clocks.png
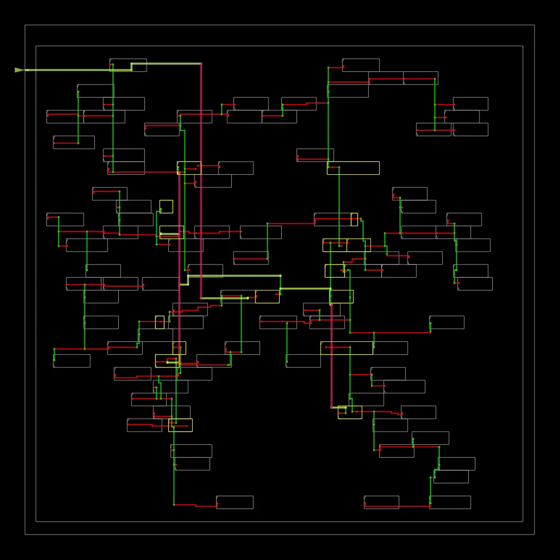
clk_routes.png
Drawn at 3 px/um.
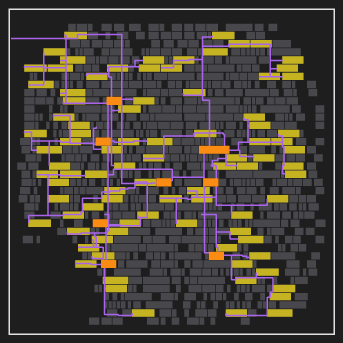
cell_density.png
Drawn at 3 px/um. The die is cut into 11 by 11 equal tiles; white is low, dark blue is high, 0 to 100% covered.
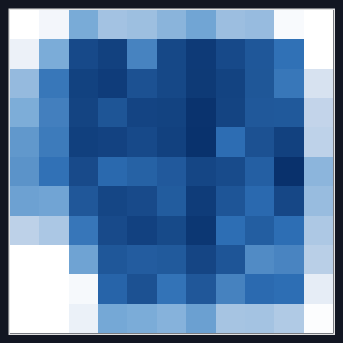
layer_met1.png
Drawn at 2 px/um. Supply wires on this layer in gray.
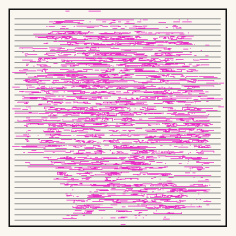
[config.mk]
export PLATFORM = sky130hd
export DESIGN_NAME = edge_scan_sequencer
export DESIGN_NICKNAME = d
export VERILOG_FILES = /design/src/rtl/edge_scan_sequencer.sv
export SDC_FILE = /design/constraint.sdc
export NUM_CORES = 1
export LEC_CHECK = 0
export CAP_MARGIN = 10
export CORE_MARGIN = 2
export CORE_UTILIZATION = 46
export DETAILED_ROUTE_END_ITERATION = 8
export MAX_ROUTING_LAYER = met4
export PLACE_DENSITY = 0.82
export SETUP_SLACK_MARGIN = 0.4
export SYNTH_ARGS = -nofsm -noshare
export SYNTH_HDL_FRONTEND = slang
export SYNTH_SLANG_ARGS = --single-unit
[constraint.sdc]
create_clock -name clk -period 2.2 [get_ports clk]
set_clock_uncertainty 0.1 [all_clocks]
set_input_delay 0.55 -clock clk [delete_from_list [all_inputs] [get_ports clk]]
set_output_delay 0.55 -clock clk [all_outputs]
set_load 0.02 [all_outputs]
[src/rtl/edge_scan_sequencer.sv]
// Star-box scan sequencer: seed -> top/bottom map -> left/right map -> bounding box report.
// start->go_tb 2 cycles, tb_found->go_lr 2 cycles, last found->box_valid 2 cycles; box_valid holds until box_ready.
module edge_scan_sequencer #(
    parameter int          XSZ     = 8,
    parameter int          YSZ     = 7,
    parameter logic [19:0] TIMEOUT = 20'd65535
) (
    input  logic           clk,
    input  logic           resetn,
    input  logic           start,
    input  logic [XSZ-1:0] star_x,
    input  logic [YSZ-1:0] star_y,
    output logic           go_tb,
    input  logic           tb_found,
    input  logic [YSZ-1:0] most_top,
    input  logic [YSZ-1:0] most_bottom,
    output logic           go_lr,
    output logic [XSZ-1:0] mid_pix,
    input  logic           left_found,
    input  logic           right_found,
    input  logic [XSZ-1:0] most_left,
    input  logic [XSZ-1:0] most_right,
    output logic [YSZ-1:0] box_top,
    output logic [YSZ-1:0] box_bottom,
    output logic [XSZ-1:0] box_left,
    output logic [XSZ-1:0] box_right,
    output logic [XSZ:0]   box_w,
    output logic [YSZ:0]   box_h,
    output logic           box_valid,
    input  logic           box_ready,
    output logic           busy,
    output logic           err
);

    typedef enum logic [2:0] {
        IDLE, LAUNCH_TB, WAIT_TB, LAUNCH_LR, WAIT_LR, REPORT, ABORT
    } state_t;

    localparam logic [XSZ:0] ONE_X = {{XSZ{1'b0}}, 1'b1};
    localparam logic [YSZ:0] ONE_Y = {{YSZ{1'b0}}, 1'b1};

    state_t         state;
    state_t         nextState;
    logic [19:0]    wdCnt;
    logic [YSZ-1:0] starY;
    logic           lDone;
    logic           rDone;
    logic           wdExpired;
    logic           tbBad;
    logic           lrBad;
    logic           latchTb;
    logic           latchL;
    logic           latchR;
    logic           enterReport;

    assign wdExpired = (wdCnt == TIMEOUT - 20'd1);
    // Seed row must lie inside the mapped column span, and the span must be ordered.
    assign tbBad = (most_top > most_bottom) || (starY < most_top) || (starY > most_bottom);
    assign lrBad = (box_left > mid_pix) || (box_right < mid_pix);

    always_comb begin
        nextState   = state;
        busy        = (state != IDLE);
        err         = 1'b0;
        box_valid   = 1'b0;
        latchTb     = 1'b0;
        latchL      = 1'b0;
        latchR      = 1'b0;
        enterReport = 1'b0;
        case (state)
            IDLE: begin
                if (start) nextState = LAUNCH_TB;
            end
            LAUNCH_TB: nextState = WAIT_TB;
            WAIT_TB: begin
                if (tb_found) begin
                    latchTb   = 1'b1;
                    nextState = tbBad ? ABORT : LAUNCH_LR;
                end else if (wdExpired) begin
                    nextState = ABORT;
                end
            end
            LAUNCH_LR: nextState = WAIT_LR;
            WAIT_LR: begin
                latchL = left_found && !lDone;
                latchR = right_found && !rDone;
                if (lDone && rDone) begin
                    enterReport = !lrBad;
                    nextState   = lrBad ? ABORT : REPORT;
                end else if (wdExpired) begin
                    nextState = ABORT;
                end
            end
            REPORT: begin
                box_valid = 1'b1;
                if (box_ready) nextState = IDLE;
            end
            ABORT: begin
                err       = 1'b1;
                nextState = IDLE;
            end
            default: nextState = IDLE;
        endcase
    end

    always_ff @(posedge clk) begin
        if (!resetn) begin
            state      <= IDLE;
            wdCnt      <= '0;
            starY      <= '0;
            lDone      <= 1'b0;
            rDone      <= 1'b0;
            go_tb      <= 1'b0;
            go_lr      <= 1'b0;
            mid_pix    <= '0;
            box_top    <= '0;
            box_bottom <= '0;
            box_left   <= '0;
            box_right  <= '0;
            box_w      <= '0;
            box_h      <= '0;
        end else begin
            state <= nextState;
            go_tb <= (state == LAUNCH_TB);
            go_lr <= (state == LAUNCH_LR);

            if (state == WAIT_TB || state == WAIT_LR) wdCnt <= wdCnt + 20'd1;
            else                                      wdCnt <= '0;

            if (state == IDLE && start) begin
                mid_pix <= star_x;
                starY   <= star_y;
            end

            if (latchTb) begin
                box_top    <= most_top;
                box_bottom <= most_bottom;
            end

            // Flags are sticky for one scan; the first reported extent wins.
            if (state != WAIT_LR) begin
                lDone <= 1'b0;
                rDone <= 1'b0;
            end else begin
                if (latchL) begin
                    lDone    <= 1'b1;
                    box_left <= most_left;
                end
                if (latchR) begin
                    rDone     <= 1'b1;
                    box_right <= most_right;
                end
            end

            if (enterReport) begin
                box_w <= {1'b0, box_right} - {1'b0, box_left} + ONE_X;
                box_h <= {1'b0, box_bottom} - {1'b0, box_top} + ONE_Y;
            end
        end
    end

endmodule
==> out/qor.txt <==
status -> finished, violations left
failing checks -> negative setup slack
leakage dissipation -> 3.16 nW
Critical Path AT -> 2.43 ns
netlist area before placement -> 0.00496 mm^2
fin worst setup slack -> -0.0681 ns
OpenROAD warning count -> 30
Pint -> 0.00362 W
area share of fa/ha/maj cells after synthesis -> 17.2%
Worst Hold Launch -> box_h[3]$_SDFFE_PN0P_
floorplan core density -> 47.8%
final hold violation count -> 0
relative slew slack -> 64.5%
capture endpoint of the worst hold path -> box_h[3]$_SDFFE_PN0P_
tally of buffers added on design ports -> 111
via count normalized by instance count -> 5.38
total of fill cells in the finished design -> 702
final design utilization -> 72.2%
cts-stage hold buffer count -> 0
share of post-route cells with drive strength above 1 -> 31.4%
Final Wtd Congestion -> 0.936
Multi-Input Combinational -> 426
finished layout cell area -> 0.00748 mm^2
flop share of the area -> 24.6%
routing usage on met1 -> 30.3%
Max power group -> combinational logic
Placement Setup Slack -> -0.383 ns
fraction of area in clock buffers and inverters -> 2.93%
power attributed to combinational cells -> 0.00258 W
average instance area after synthesis -> 8.36 um^2
total count of max-transition violations in the final report -> 0
wire per inst -> 16.5 um
endpoints failing setup -> 10
PnR Total Power -> 0.00584 W
sequential cell fraction of total power -> 34.2%
reg-to-reg endpoint -> box_w[7]$_SDFFE_PN0P_
Gate Count Post-Synth -> 593
I/O pin count -> 112
Comb gate area -> 0.00349 mm^2
width of the die -> 108 um
Min-Delay Path Class -> flip-flop to flip-flop
non-clock buffer instance count of the final layout -> 172
number of placed cells counting well taps -> 860
Required @ worst endpoint -> 2.36 ns
ys async rst share -> 0%
cell depth of the worst min-delay path -> 2
launch instance of the worst register-to-register path -> box_left[1]$_SDFFE_PN0P_
power density over the cells -> 780 mW/mm^2
met3 Resource Use GR -> 3.45%
area of the die -> 0.0116 mm^2
Unique cell types -> 48
# DRC -> 0
clk ins delay skew pair -> 0.36 ns
clock share of power -> 21.5%
## Picture notes: clocks.png
number of sinks driven by the clock tree: 89
Clock buffer cells: 10

## Picture notes: clk_routes.png
[purple] clock wires | length: 1080 um
[orange] clock drivers | count: 9
[yellow] flip-flops | count: 89
routed clock nets	10
flops lie	widely spread

## Picture notes: cell_density.png
tiles over 75% full	50%
emptiest ninth of the die	south-west
nearly empty tiles	8.3%
fullest tile	100%

## Picture notes: layer_met1.png
main direction	horizontal
nets with wire on the layer	794

critical path, stage by stage (launching register included):
cell	delay (ns)
dfxtp_4	0.39
ha_4	0.24
inv_2	0.06
ha_4	0.13
inv_2	0.04
fa_2	0.35
nor2b_2	0.15
nor3_2	0.07
o21bai_1	0.17
a21oi_2	0.08
xnor2_1	0.15
a31o_2	0.24
flip-flops by register name, indices dropped and copies added (netlist names):
name / flops
box_left: 8
go_lr: 1
state: 3
box_w: 9
box_right: 8
lDone: 1
box_top: 7
rDone: 1
box_h: 8
wdCnt: 20
go_tb: 1
box_bottom: 7
starY: 7
mid_pix: 8
repair_timing:
item                                    CTS  global route
setup buffers                             8             5
endpoints found under the setup margin   95            56
gates cloned                              2             0
resized                                 215            50
pin swaps                                34            16
Power and IR drop assume default switching activity.
